Fig. 1: run 1, supply network
Scale bar: 20 um. Pins as bars on the die edge.
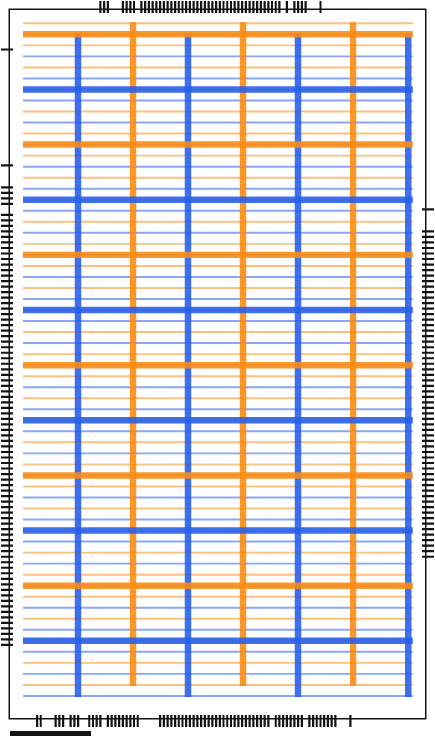
Fig. 2: run 1, cell classes on the final placement
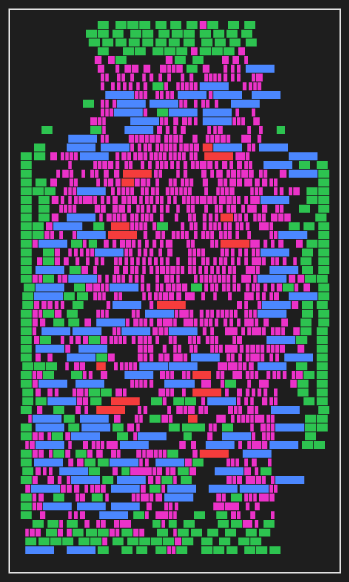
Fig. 3: run 1, clock distribution
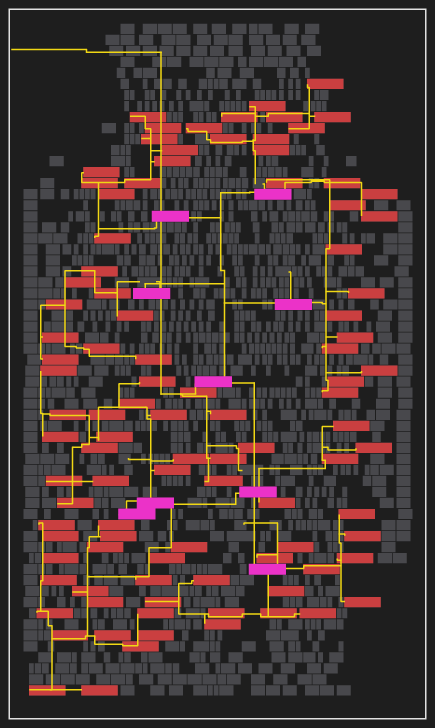
`src/rtl/ifu_fetch.sv`:
```
// Instruction fetch unit: one outstanding imem request, single-entry
// instruction buffer, redirect handling and ebreak halt.
module ifu_fetch #(
  parameter logic [63:0] RESET_PC = 64'h0000_0000_8000_0000
) (
  input  logic        clock,
  input  logic        reset,
  output logic        io_imem_req_valid,
  input  logic        io_imem_req_ready,
  output logic [63:0] io_imem_req_addr,
  input  logic        io_imem_resp_valid,
  input  logic [31:0] io_imem_resp_data,
  input  logic        io_redirect_valid,
  input  logic [63:0] io_redirect_pc,
  output logic        io_out_valid,
  input  logic        io_out_ready,
  output logic [31:0] io_out_inst,
  output logic [63:0] io_out_pc,
  output logic        io_halted
);

  localparam logic [31:0] EBREAK = 32'h0010_0073;

  typedef enum logic [1:0] {
    S_REQ,
    S_WAIT,
    S_HOLD,
    S_HALT
  } state_t;

  state_t      state_q, state_d;
  logic [63:0] pc_q, pc_d;
  logic [31:0] buf_q, buf_d;
  logic        drop_q, drop_d;
  logic        req_valid;
  logic        out_valid;
  logic        halted;

  always_ff @(posedge clock or posedge reset) begin
    if (reset) begin
      state_q <= S_REQ;
      pc_q    <= RESET_PC;
      buf_q   <= 32'd0;
      drop_q  <= 1'b0;
    end else begin
      state_q <= state_d;
      pc_q    <= pc_d;
      buf_q   <= buf_d;
      drop_q  <= drop_d;
    end
  end

  always_comb begin
    state_d   = state_q;
    pc_d      = pc_q;
    buf_d     = buf_q;
    drop_d    = drop_q;
    req_valid = 1'b0;
    out_valid = 1'b0;
    halted    = 1'b0;
    unique case (state_q)
      S_REQ: begin
        if (io_redirect_valid) begin
          pc_d = io_redirect_pc;
        end else begin
          req_valid = 1'b1;
          if (io_imem_req_ready)
            state_d = S_WAIT;
        end
      end
      S_WAIT: begin
        // A redirect cannot cancel the in-flight request, so its
        // response is swallowed instead (exactly one, however many
        // redirects arrive meanwhile).
        if (io_redirect_valid) begin
          pc_d = io_redirect_pc;
          if (io_imem_resp_valid) begin
            state_d = S_REQ;
            drop_d  = 1'b0;
          end else begin
            drop_d  = 1'b1;
          end
        end else if (io_imem_resp_valid) begin
          if (drop_q) begin
            state_d = S_REQ;
            drop_d  = 1'b0;
          end else begin
            buf_d   = io_imem_resp_data;
            state_d = S_HOLD;
          end
        end
      end
      S_HOLD: begin
        if (io_redirect_valid) begin
          pc_d    = io_redirect_pc;
          buf_d   = 32'd0;
          state_d = S_REQ;
        end else begin
          out_valid = 1'b1;
          if (io_out_ready) begin
            if (buf_q == EBREAK) begin
              state_d = S_HALT;
            end else begin
              pc_d    = pc_q + 64'd4;
              state_d = S_REQ;
            end
          end
        end
      end
      S_HALT: begin
        halted = 1'b1;
        if (io_redirect_valid) begin
          pc_d    = io_redirect_pc;
          state_d = S_REQ;
        end
      end
      default: begin
        state_d = S_REQ;
      end
    endcase
  end

  // State already resets to REQ; the gate keeps req_valid low in reset.
  assign io_imem_req_valid = req_valid & ~reset;
  assign io_imem_req_addr  = pc_q;
  assign io_out_valid      = out_valid & ~reset;
  assign io_out_inst       = buf_q;
  assign io_out_pc         = pc_q;
  assign io_halted         = halted & ~reset;

endmodule

```
`config.mk`:
```
export PLATFORM = sky130hd
export DESIGN_NAME = ifu_fetch
export DESIGN_NICKNAME = d
export VERILOG_FILES = /design/src/rtl/ifu_fetch.sv
export SDC_FILE = /design/constraint.sdc
export NUM_CORES = 1
export LEC_CHECK = 0
export ABC_AREA = 1
export CORE_ASPECT_RATIO = 1.75
export CORE_MARGIN = 3
export CORE_UTILIZATION = 46
export DETAILED_ROUTE_END_ITERATION = 7
export GPL_ROUTABILITY_DRIVEN = 0
export PLACE_DENSITY = 0.82
export SLEW_MARGIN = 20
export SYNTH_ARGS = -nofsm -noshare
export SYNTH_HDL_FRONTEND = slang
export SYNTH_SLANG_ARGS = --single-unit
export TNS_END_PERCENT = 50
```
`constraint.sdc`:
```
create_clock -name clock -period 4.3 [get_ports clock]
set_input_delay 1.075 -clock clock [delete_from_list [all_inputs] [get_ports clock]]
set_output_delay 1.075 -clock clock [all_outputs]
set_load 0.01 [all_outputs]
```
==> summary.txt, run 1 <==
TritonCTS clock tree = yes
diode count = 0
maxcap violations = 0
antenna violations before repair = 0
post-CTS sizing = 0
number of global-route vias before repair = 7660
cycle use final = 83.2%
Final Setup Violations = 0
Syn. warnings = 0
post-synthesis adder-cell area fraction = 0.167%
Cells after Synth = 1181
Commonest flop = dfrtp_1
WP buf/inv = 3
clock share of power = 18.1%
Yosys Instances = 1181
crit end category = primary output
tool warning count = 28
worst r2r path cells = 9
CP Launch Type = input port
Top cell area share = 32.8%
CP max FO = 7
Largest cells by area = dfrtp_1, nand2_1, nor2_1, inv_1, nand3_1
switching pwr = 1.84 mW
switch share = 40.4%
root buf cell = clkbuf_16
minimum clock period = 3.58 ns
area leader, netlist = dfrtp_1
final WL = 23700 um
crit path DRT = 3.22 ns
final slew viol count = 0
num rows = 61
XOR Share, Synth = 3.51%
delay-heaviest family, CP = buffers and inverters
Worst path slowest cell = clkdlybuf4s50_1
Num CTS Buffers = 9
Post-Syn Nets = 1284
post-route cell area = 10000 sq um
status = complete, no violations
H-tree lvl count = 3
FF-to-FF Start = state_q[0]
sequential element share of the synthesized area = 33.2%
placed cell areas = 9740 sq um
CTS max path bufs = 2
Routed wire per std cell = 15.2 um
type of the worst min-delay path = reg2reg
die area = 17900 sq um
Iteration-0 DRC Markers = 542
P_leak = 4.67 nW
-- Fig. 1 (at the start) --
[VSS] blue
[VDD] orange
rows: 61
met5 straps: 12
met1 rails: 62
die extent in x: 102 um
peak supply drop: 0.331 mV
Core Box Area: 16000 sq um
DIE HEIGHT: 175 um

-- Fig. 2 (at the start) --
[other buffers and delay cells] green | cells: 271
[clock drivers and dummy loads] red | cells: 16
[flops] blue | cells: 99
[all other logic] magenta | cells: 983

-- Fig. 3 (at the start) --
[clock wires] yellow | length: 1280 um
[cells driving clock nets] magenta | count: 9
[flip-flops] red | count: 99
flops lie: all over the die

run 1: sequential cells by signal, summed over array words and instances (netlist names):
name,count
io_imem_req_addr,64
io_out_inst,32
state_q,2
drop_q,1
run 1: worst reg2reg max path, cell delays in order (launching register included):
cell and delay, ns:
dfrtp_1 0.42, inv_2 0.10, nand2_2 0.40, nor2_4 0.26, buf_4 0.71, or2_2 0.31, inv_1 0.04, nor2_1 0.12
nand2_1 0.08, nand2_1 0.07
run 1: metal layers:
layer,routed length [um],global-route usage [%],vias up
met4,959,11.5,0
met2,12200,46.7,371
li1,-,-,3914
met5,0,0,-
met1,8620,29.9,3591
met3,1940,5.71,72
run 1: layout make-up:
type | instances | area share [%]
clock buffer | 9 | 2.24
clock inverter | 7 | 0.809
inverter | 154 | 5.78
multi-input combinational | 829 | 37.2
sequential | 99 | 24.7
tap | 189 | 2.35
timing repair buffer | 271 | 26.9
run 1: synthesized netlist by cell type, drive strengths merged, types with 2 or more instances:
cell type / instances
buf: 82
xor2: 23
clkbuf: 17
or2: 53
nand4: 13
inv: 154
xnor2: 7
dfrtp: 98
o21ai: 68
nand3: 109
nor2: 174
nand2: 373
nor3: 2
run 1: power by group through the flow:
stage                     clock network, mW  logic (mW)  registers, mW
final                                 0.827        2.11           1.62
after detailed placement                  0        2.12           1.63
after global routing                  0.874        2.33           1.67
after global placement                    0        2.08           1.62
after floorplan                           0        1.09           1.64
after CTS                             0.840        2.13           1.62
run 1: how the worst max path moves through the flow:
stage                 startpoint      endpoint  cells past startpoint
5_1_grt        io_redirect_valid  io_out_valid                      5
3_3_place_gp   io_redirect_valid  io_out_valid                      5
4_1_cts        io_redirect_valid  io_out_valid                      5
6_report       io_redirect_valid  io_out_valid                      5
3_5_place_dp   io_redirect_valid  io_out_valid                      5
2_1_floorplan              reset        drop_q                      1
run 1: metrics by stage:
| stage | cells | power, mW | hold slack, ns | worst slack (ns) | utilization (%) |
|---|---|---|---|---|---|
| floorplan | 1181 | 2.73 | 0.501 | 0.636 | - |
| global placement | 1542 | 3.70 | 0.491 | 0.723 | 61.1 |
| detailed placement | 1542 | 3.75 | 0.495 | 0.712 | 61.1 |
| CTS | 1558 | 4.59 | 0.513 | 0.707 | 63.0 |
| global route | 1558 | 4.87 | 0.554 | 0.622 | 63.0 |
| finish | 1558 | 4.56 | 0.506 | 0.723 | 63.0 |
run 1: cells in the final DEF (no fill, tap or decap):
cell             synthesis  final
clkbuf_16                0      9
nor2_4                   3      3
clkinv_8                 0      2
inv_2                    2      2
o21ai_1                  7      7
a21boi_4                 0      1
clkdlybuf4s50_1          0    264
ha_1                     1      1
nor2_1                 168    168
or2_2                   53     53
xnor2_1                  7      7
nand2_1                371    371
nand4_1                 13     13
buf_12                   0      1
dfrtp_1                 98     98
o21ai_0                 61     61
a21oi_1                  1      1
nand3_1                107    107
dfstp_2                  1      1
inv_4                    0      1
nand3_2                  2      2
mux2i_1                  1      1
inv_1                  152    151
nor3_1                   2      2
clkinv_4                 0      2
xor2_1                  23     23
a31oi_1                  1      1
nand2_2                  2      2
inv_8                    0      2
nor2_2                   3      3
inv_6                    0      1
a22oi_1                  1      1
buf_4                   65      6
nand3b_1                 1      1
==> run 1 -> run 2 <==
--- a/config.mk
+++ b/config.mk
@@ -8,10 +8,10 @@
 export ABC_AREA = 1
 export CORE_ASPECT_RATIO = 1.75
 export CORE_MARGIN = 3
-export CORE_UTILIZATION = 46
+export CORE_UTILIZATION = 42
 export DETAILED_ROUTE_END_ITERATION = 7
 export GPL_ROUTABILITY_DRIVEN = 0
-export PLACE_DENSITY = 0.82
+export PLACE_DENSITY = 0.79
 export SLEW_MARGIN = 20
 export SYNTH_ARGS = -nofsm -noshare
 export SYNTH_HDL_FRONTEND = slang
==> constraint.sdc (replaced) <==
create_clock -name clock -period 3 [get_ports clock]
set_input_delay 0.75 -clock clock [delete_from_list [all_inputs] [get_ports clock]]
set_output_delay 0.75 -clock clock [all_outputs]
set_load 0.01 [all_outputs]
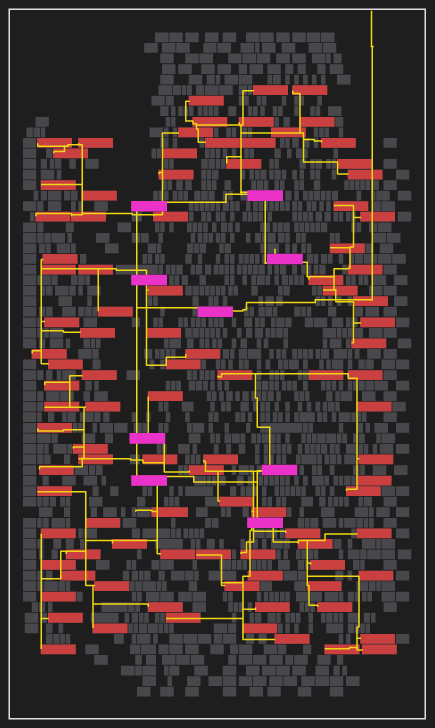
Fig. 4. Clock distribution (run 2).
[clock wires] yellow | length: 1410 um
[flip-flops] red | count: 99
[cells driving clock nets] magenta | count: 9
routed clock nets: 10
flops lie: all over the die
Power Clock: 1.28 mW
clock share of power: 19.2%
clk latency late pin: 0.35 ns
Clock Skews: 0.0127 ns

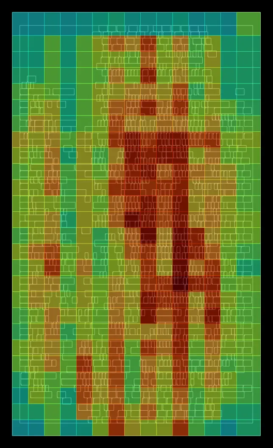
Fig. 5. Routing congestion (run 2).
met1 Use GR: 25.7%
Layout Utilization: 59.3%
M2 GR Usage: 45.9%
global route hottest layer: met2
gr usage total: 24.9%

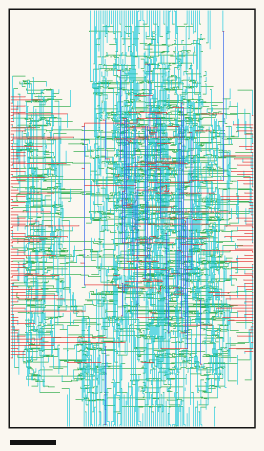
Fig. 6. Metal layers overlaid (run 2).
Scale bar: 20 um.
[met3] red | wire length: 1850 um
[met1] green | wire length: 8670 um
[met4] blue | wire length: 1270 um
[met2] cyan | wire length: 12800 um

==> run 2 against run 1 <==
  * Core utilization down 3.7 points
  * Sequential power up 43%
  * Synthesized cell count unchanged
  * Area after synthesis unchanged
  * Combinational power up 45%
  * Clock-buffer cell count up 1
  * Cell count up 2.7%
  * Critical path type unchanged
  * Critical endpoint unchanged
==> summary.txt, run 2 <==
final WL = 24600 um (was 23700 um)
top-count cell post-synth = nand2_1 (unchanged)
CP startpoint = io_redirect_valid (unchanged)
Num CTS Buffers = 9 (unchanged)
type of the worst min-delay path = reg2reg (unchanged)
sequential element share of the synthesized area = 33.2% (unchanged)
die area = 19500 sq um (was 17900 sq um)
CP max FO = 3 (was 7)
H-tree lvl count = 3 (unchanged)
most frequent cells in the layout = nand2_1, clkdlybuf4s50_1, nor2_1, inv_1, nand3_1 (unchanged)
diode count = 0 (unchanged)
cycle use final = 93.9%
delay-heaviest family, CP = buffers and inverters (unchanged)
Cells after Synth = 1181 (unchanged)
post-CTS sizing = 0 (unchanged)
tool warning count = 30 (was 28)
Largest cells by area = dfrtp_1, nand2_1, nor2_1, inv_1, nand3_1 (unchanged)
num rows = 63 (was 61)
antenna violations before repair = 0 (unchanged)
die extent in x = 107 um (was 102 um)
maxcap violations = 0 (unchanged)
crit path DRT = 2.25 ns (was 3.22 ns)
root buf cell = clkbuf_16 (unchanged)
switch share = 38.7% (was 40.4%)
Syn. warnings = 0 (unchanged)
WP buf/inv = 3 (unchanged)
status = complete, no violations (unchanged)
CP Launch Type = input port (unchanged)
Largest register FFs = 64 (unchanged)
number of global-route vias before repair = 7504 (was 7660)
peak supply drop = 0.431 mV (was 0.331 mV)
minimum clock period = 2.82 ns
Top cell area share = 32.8% (unchanged)
placed cell areas = 9870 sq um (was 9740 sq um)
Post-Syn Nets = 1284 (unchanged)
Final Setup Violations = 0 (unchanged)
switching pwr = 2.57 mW (was 1.84 mW)
Worst path slowest cell = clkdlybuf4s50_1 (unchanged)
crit end category = primary output (unchanged)
met3 Resource Use GR = 5.77% (was 5.71%)
Routed wire per std cell = 15.4 um (was 15.2 um)
Top cell excl fill/tap = nand2_1 (unchanged)
P_leak = 4.70 nW (was 4.67 nW)
Commonest flop = dfrtp_1 (unchanged)
FF-to-FF Start = io_imem_req_addr[3] (was state_q[0])
top cells by count, synth = nand2_1, nor2_1, inv_1 (unchanged)
run 2: cell types whose count changed in the layout (fill, tap and decap cells not counted), sizes merged:
cell,previous run,this run
clkbuf,9,10
bufinv,0,2
clkinv,4,1
inv,157,154
buf,7,11
clkinvlp,0,3
run 2: logic make-up (layout without fill, tap and decap cells):
group / after synthesis / after routing / synth area share, %
flops: 99 / 99 / 33.2
xor+xnor: 30 / 30 / 3.51
mux: 1 / 1 / 0.134
compound gates: 72 / 72 / 4.95
buf+inv: 253 / 445 / 17.0
fa+ha+maj: 1 / 1 / 0.167
simple gates: 725 / 725 / 41.1
run 2: layout make-up:
cell class	instances	area, sq um	share of cell area (%)
timing repair buffer	275	2790	27.4
clock inverter	6	88.8	0.872
sequential	99	2480	24.3
multi-input combinational	829	3740	36.7
tap	227	284	2.79
clock buffer	10	229	2.25
inverter	154	582	5.71
run 2: worst min-delay path: stages, from the launching register on:
cell,delay (ns)
dfrtp_1,0.37
nand2_1,0.06
nand2_1,0.05
run 2: stage by stage:
step	setup WS, ns	cells
final	0.184	1600
after floorplan	0.939	1181
after detailed placement	0.168	1584
after global routing	0.0936	1600
after CTS	0.167	1600
after global placement	0.184	1584
run 2: final timing paths:
kind                                        end  slack (ns)  cells past startpoint
max                                io_out_valid        0.18                      5
min reg2reg                 io_imem_req_addr[0]        0.51                      2
min in group asynchronous  io_imem_req_addr[21]        0.90                      2
max reg2reg                io_imem_req_addr[52]        0.66                     10
max in group asynchronous  io_imem_req_addr[60]        1.50                      3
min                         io_imem_req_addr[0]        0.51                      2
run 2: per-layer routing:
layer  share of wire [%]  vias up
met5                   0        -
met4                 5.2        0
met3                 7.5       70
met2                  52      321
met1                  35     3560
li1                    -     3913
run 2: power by group through the flow:
stage	registers, mW	logic [mW]	clock network (mW)
after floorplan	2.35	1.56	0
after global placement	2.31	3.02	0
after detailed placement	2.33	3.08	0
after CTS	2.31	3.09	1.30
after global routing	2.38	3.36	1.34
final	2.31	3.06	1.28
==> run 2 -> run 3 <==
--- a/config.mk
+++ b/config.mk
@@ -8,10 +8,11 @@
 export ABC_AREA = 1
 export CORE_ASPECT_RATIO = 1.75
 export CORE_MARGIN = 3
-export CORE_UTILIZATION = 42
+export CORE_UTILIZATION = 59
 export DETAILED_ROUTE_END_ITERATION = 7
+export DONT_BUFFER_PORTS = 1
 export GPL_ROUTABILITY_DRIVEN = 0
-export PLACE_DENSITY = 0.79
+export PLACE_DENSITY = 0.78
 export SLEW_MARGIN = 20
 export SYNTH_ARGS = -nofsm -noshare
 export SYNTH_HDL_FRONTEND = slang
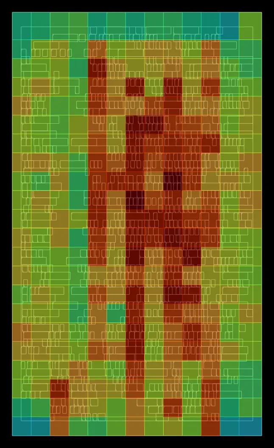
Fig. 7. Routing congestion (run 3).
gr usage total: 29.6%
met3 Resource Use GR: 7.74%

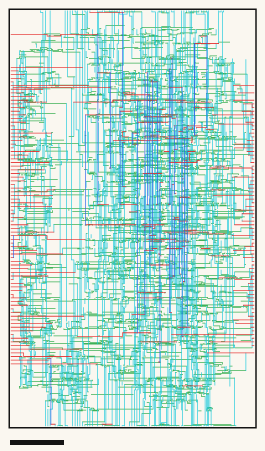
Fig. 8. Metal layers overlaid (run 3).
Scale bar: 20 um.
[met3] red | wire length: 1580 um
[met1] green | wire length: 7290 um
[met2] cyan | wire length: 10800 um
[met4] blue | wire length: 1240 um
Routed wire per std cell: 16.4 um
final WL: 20900 um

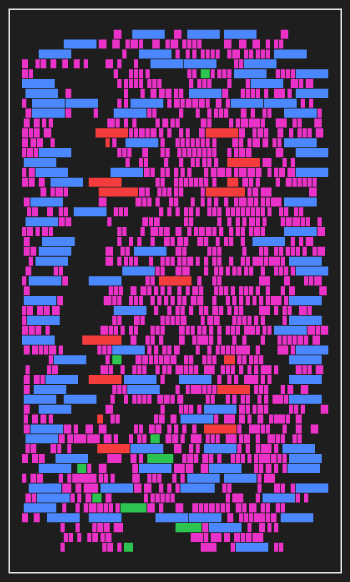
Fig. 9. Cell classes on the final placement (run 3).
[all other logic] magenta | cells: 983
[other buffers and delay cells] green | cells: 9
[clock drivers and dummy loads] red | cells: 16
[flops] blue | cells: 99

==> run 3 against run 2 <==
  * Sequential share of layout area up 8.9 points
  * Total power fell by 18%
  * Critical path type is now reg2out
  * Largest power group is now registers
  * Clock skew fell by 0.0027 ns
  * Register-to-register slack worse by 0.04 ns
  * Area after synthesis did not move
  * Cell area fell by 27%
  * Core utilization up 1.8 points
  * Global-route usage grew 4.7 points
==> summary.txt, run 3 <==
Core Box Area = 12200 sq um (was 17200 sq um)
num rows = 53 (was 63)
Cells after Synth = 1181 (unchanged)
cycle use final = 85.3% (was 93.9%)
final slew viol count = 0 (unchanged)
Largest register FFs = 64 (unchanged)
Iteration-0 DRC Markers = 359 (was 424)
clk latency late pin = 0.35 ns (about the same)
FF-to-FF Start = io_imem_req_addr[3] (unchanged)
tool warning count = 26 (was 30)
Commonest flop = dfrtp_1 (unchanged)
CP Launch Type = flip-flop (was input port)
Post-Syn Nets = 1284 (unchanged)
CP startpoint = state_q[0] (was io_redirect_valid)
worst r2r path cells = 10 (unchanged)
peak supply drop = 0.480 mV (was 0.431 mV)
P_leak = 3.69 nW (was 4.70 nW)
top cells by count, synth = nand2_1, nor2_1, inv_1 (unchanged)
minimum clock period = 2.56 ns (was 2.82 ns)
antenna violations before repair = 1 (was 0)
Syn. warnings = 0 (unchanged)
number of global-route vias before repair = 6516 (was 7504)
Clock Skews = 0.00997 ns (was 0.0127 ns)
Top cell excl fill/tap = nand2_1 (unchanged)
crit end category = primary output (unchanged)
status = complete, no violations (unchanged)
top-count cell post-synth = nand2_1 (unchanged)
Final Setup Violations = 0 (unchanged)
r2r setup slk = 0.62 ns (was 0.66 ns)
Yosys Instances = 1181 (unchanged)
post-CTS sizing = 0 (unchanged)
CTS max path bufs = 2 (unchanged)
Largest cells by area = dfrtp_1, nand2_1, nor2_1, inv_1, nand3_1 (unchanged)
## run 3: cell types whose count changed in the layout (fill, tap and decap cells not counted), sizes merged
cell / before / now
buf: 11 / 9
bufinv: 2 / 3
clkdlybuf4s50: 264 / 0
clkinvlp: 3 / 1
diode: 0 / 1
inv: 154 / 155
## run 3: how the worst min path moves through the flow
| stage | start | endpoint | slack, ns | cells past startpoint |
|---|---|---|---|---|
| floorplan | io_imem_req_addr[31] | io_imem_req_addr[31] | 0.50 | 2 |
| global placement | drop_q | drop_q | 0.52 | 2 |
| detailed placement | drop_q | drop_q | 0.52 | 2 |
| CTS | reset | state_q[1] | 0.40 | 1 |
| global route | reset | io_imem_req_addr[30] | 0.42 | 1 |
| finish | reset | state_q[1] | 0.38 | 1 |
## run 3: kinds of logic after synthesis
logic type               after synthesis  share of synthesized area, %
AND-OR/OR-AND                         72                          4.95
XOR/XNOR                              30                          3.51
adder cells (fa/ha/maj)                1                         0.167
AND/OR/NAND/NOR                      725                          41.1
buffers and inverters                253                          17.0
flip-flops                            99                          33.2
multiplexers                           1                         0.134
## run 3: worst max-delay path: stages (launching register included)
cell,delay (ns)
dfrtp_1,0.42
inv_2,0.10
nand2_2,0.07
nor2_4,0.23
inv_1,0.32
nor2_1,0.17
buf_4,0.14
## run 3: layout make-up
cell class	instances	area [sq um]	area share [%]
timing repair buffer	9	105	1.41
inverter	154	582	7.80
clock inverter	6	113	1.51
multi-input combinational	829	3740	50.2
antenna	1	2.50	0.0336
sequential	99	2480	33.2
tap	165	206	2.77
clock buffer	10	229	3.07
## run 3: layer usage
| layer | track usage, % | routed length (um) | part of all wire, % |
|---|---|---|---|
| met3 | 7.74 | 1580 | 7.6 |
| met1 | 30.1 | 7290 | 35 |
| met5 | 0 | 0 | 0 |
| met2 | 53.5 | 10800 | 52 |
| met4 | 17.6 | 1240 | 5.9 |
## run 3: stage by stage
step	power [mW]	area [sq um]	setup slack (ns)	hold slack [ns]	util, %
6_report	5.45	7460	0.441	0.378	61.1
5_1_grt	5.85	7460	0.299	0.422	61.1
4_1_cts	5.49	7460	0.436	0.397	61.1
3_5_place_dp	4.14	7110	0.632	0.520	58.3
3_3_place_gp	4.08	7110	0.657	0.518	58.3
2_1_floorplan	3.91	7480	0.939	0.501	-
## run 3: report_power, final
part	internal [mW]	leakage (nW)	switching, mW	total, mW
Clock	0.821	0.167	0.524	1.34
Sequential	1.74	1.21	0.917	2.66
Combinational	0.532	2.32	0.907	1.44
Power and IR drop assume default switching activity.
